Figure 1. Met1 routing.
Supply wires on this layer in gray.
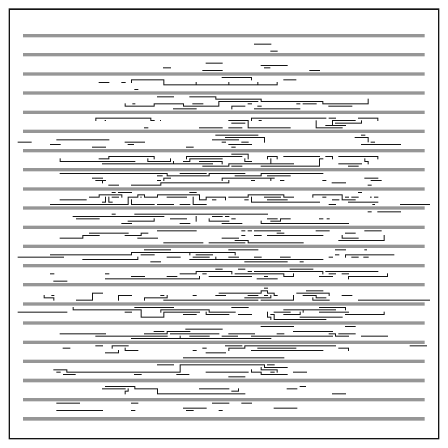
Figure 2. Met2 routing.
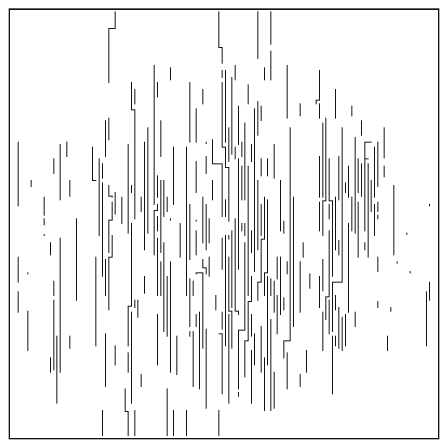
Design pipe_hazard_ctrl, sky130hd; sources not shown.
==> run notes <==
flow finished, numbers: post_cts resized=103, Worst Path Max Fanout=3, Synth Net Count=156, global route total overflow=0, YS warnings=0, fa+ha+maj area frac=0.01042, wl on met1=1295 um, R2R Setup Slk=0.67 ns, Data buffer area share=0.2059, Worst Setup Slack post-DPL=-0.8967 ns, most instantiated logic cells after routing=nor2b_1 (26), xnor2_1 (19), clkdlybuf4s50_1 (15), dfxtp_2 (13), nor2_1 (10), pin count of the biggest net entering global routing=15, dpl hpwl=2174 um, Fillers=292, relative slew slack=0.7063, area added between synthesis and finish=50.73%, Global Route Usage Sum=0.1768, post-synthesis compound-gate area fraction=0.04375, CP Data Arrival Time=1.76 ns, Comb power frac=0.185, non-clock buffer total of the final layout=43, Core Area=3103 sq um, clock power share=0.329, CTS Sinks=24, cell family with most CP delay=simple AND/OR/NAND/NOR gates, # Taps=44, total CTS buffers=3, simple share=0.3042, sw frac=0.2413, post-layout min period=2.175 ns, Fmax achieved=459.7 MHz, Biggest consumer=registers, Clock buffers and inverters, area share=0.02903, DR WL met2=1467 um, hold buffers post-CTS=0, final cycle utilization of the critical path=1.036, Clock Buffer Count=3, failing checks=setup timing, drc violations=0, Register Area=504.2 sq um, 1st-iter DRT viols=19, met3 routed WL=125 um, Cells after Synth=132, asr flop ratio synth=0, CP Capture Type=output port, type of the most critical hold path=reg2reg, CP cell instances=xnor2_2 -> nand2_1 -> or4_4 -> a21oi_2 -> nor2_1 -> buf_2, FF-to-FF path depth=6, Critical Path Max Stage Delay=0.52 ns, Avg Inst Size Synth=9.100 sq um, Int Power=773.9 uW, Logic area=818.3 sq um, number of iterations in the first detailed-routing pass=4, ANT nets after route=0, grt met3 use=0.02772, vias per cell=4.786, FP Core Util=0.3871, Crit. path cell count=6, Commonest Layout Cell=nor2b_1, status=finished, violations left, RSZ-0062 raised after global routing=true, flop count=24, inverters=2, GRT busiest layer=met2, DR WL/cell=13.35 um, sequential share of power=0.486, Cell Type Count=21, Multi-input comb cells=103, Comb. pwr=188 uW, post-synthesis register bit count=24, comb area leader=simple AND/OR/NAND/NOR gates, share of layout cells above drive strength 1=0.3352, Layout Cells excl Fill=220, H-tree levels=1, Slew Limit Fails=0, IO Port Bufs=34, setup TNS=-0.2309 ns, number of antenna violations at the first check in global routing=0, EDFF count, synth=0, Cell Rows=20, stage-log warning count=28, worst vdd ir=0.4287 mV, Tot Pwr=1020 uW, biggest area cells=dfxtp_1 (40%), xnor2_1 (16%), nor2b_1 (14%), xor2_1 (6.6%), nor2_1 (3.1%), endpoints failing hold=0, Max Buffers Root-to-Sink=2, yosys xor share=0.2260, Final setup viols=5, Clk power=336 uW, chip area in the Yosys report=1201 sq um, Worst Hold Depth=1, Die Span Y=60.76 um, post-synth top area cell=dfxtp_1, PnR worst setup slack=-0.07533 ns, Buf/Inv on CP=1, Least-Margin Pin Slew=0.4405 ns, final instance area=1810 sq um, vias in the first global route=1059, critical path launch point type=flip-flop, IO Pins=35, Seq share, synth=0.4000, DP Cell Count=210, Main synth FF type=dfxtp_1
Notes on Figure 1 above:
longest straight run	19.8 um
main direction	horizontal
wire length on this layer	1300 um
nets with wire on the layer	173
vias: 1053
M1 GR Usage: 0.2112

Notes on Figure 2 above:
wire length on this layer	1470 um
longest straight run	30.2 um
main direction	vertical
nets with wire on the layer	174
share of all routed wire	50%
final WL: 2937 um
M2 GR Usage: 0.3195

Power figures rest on the tool's default switching activity, not on a simulated workload.
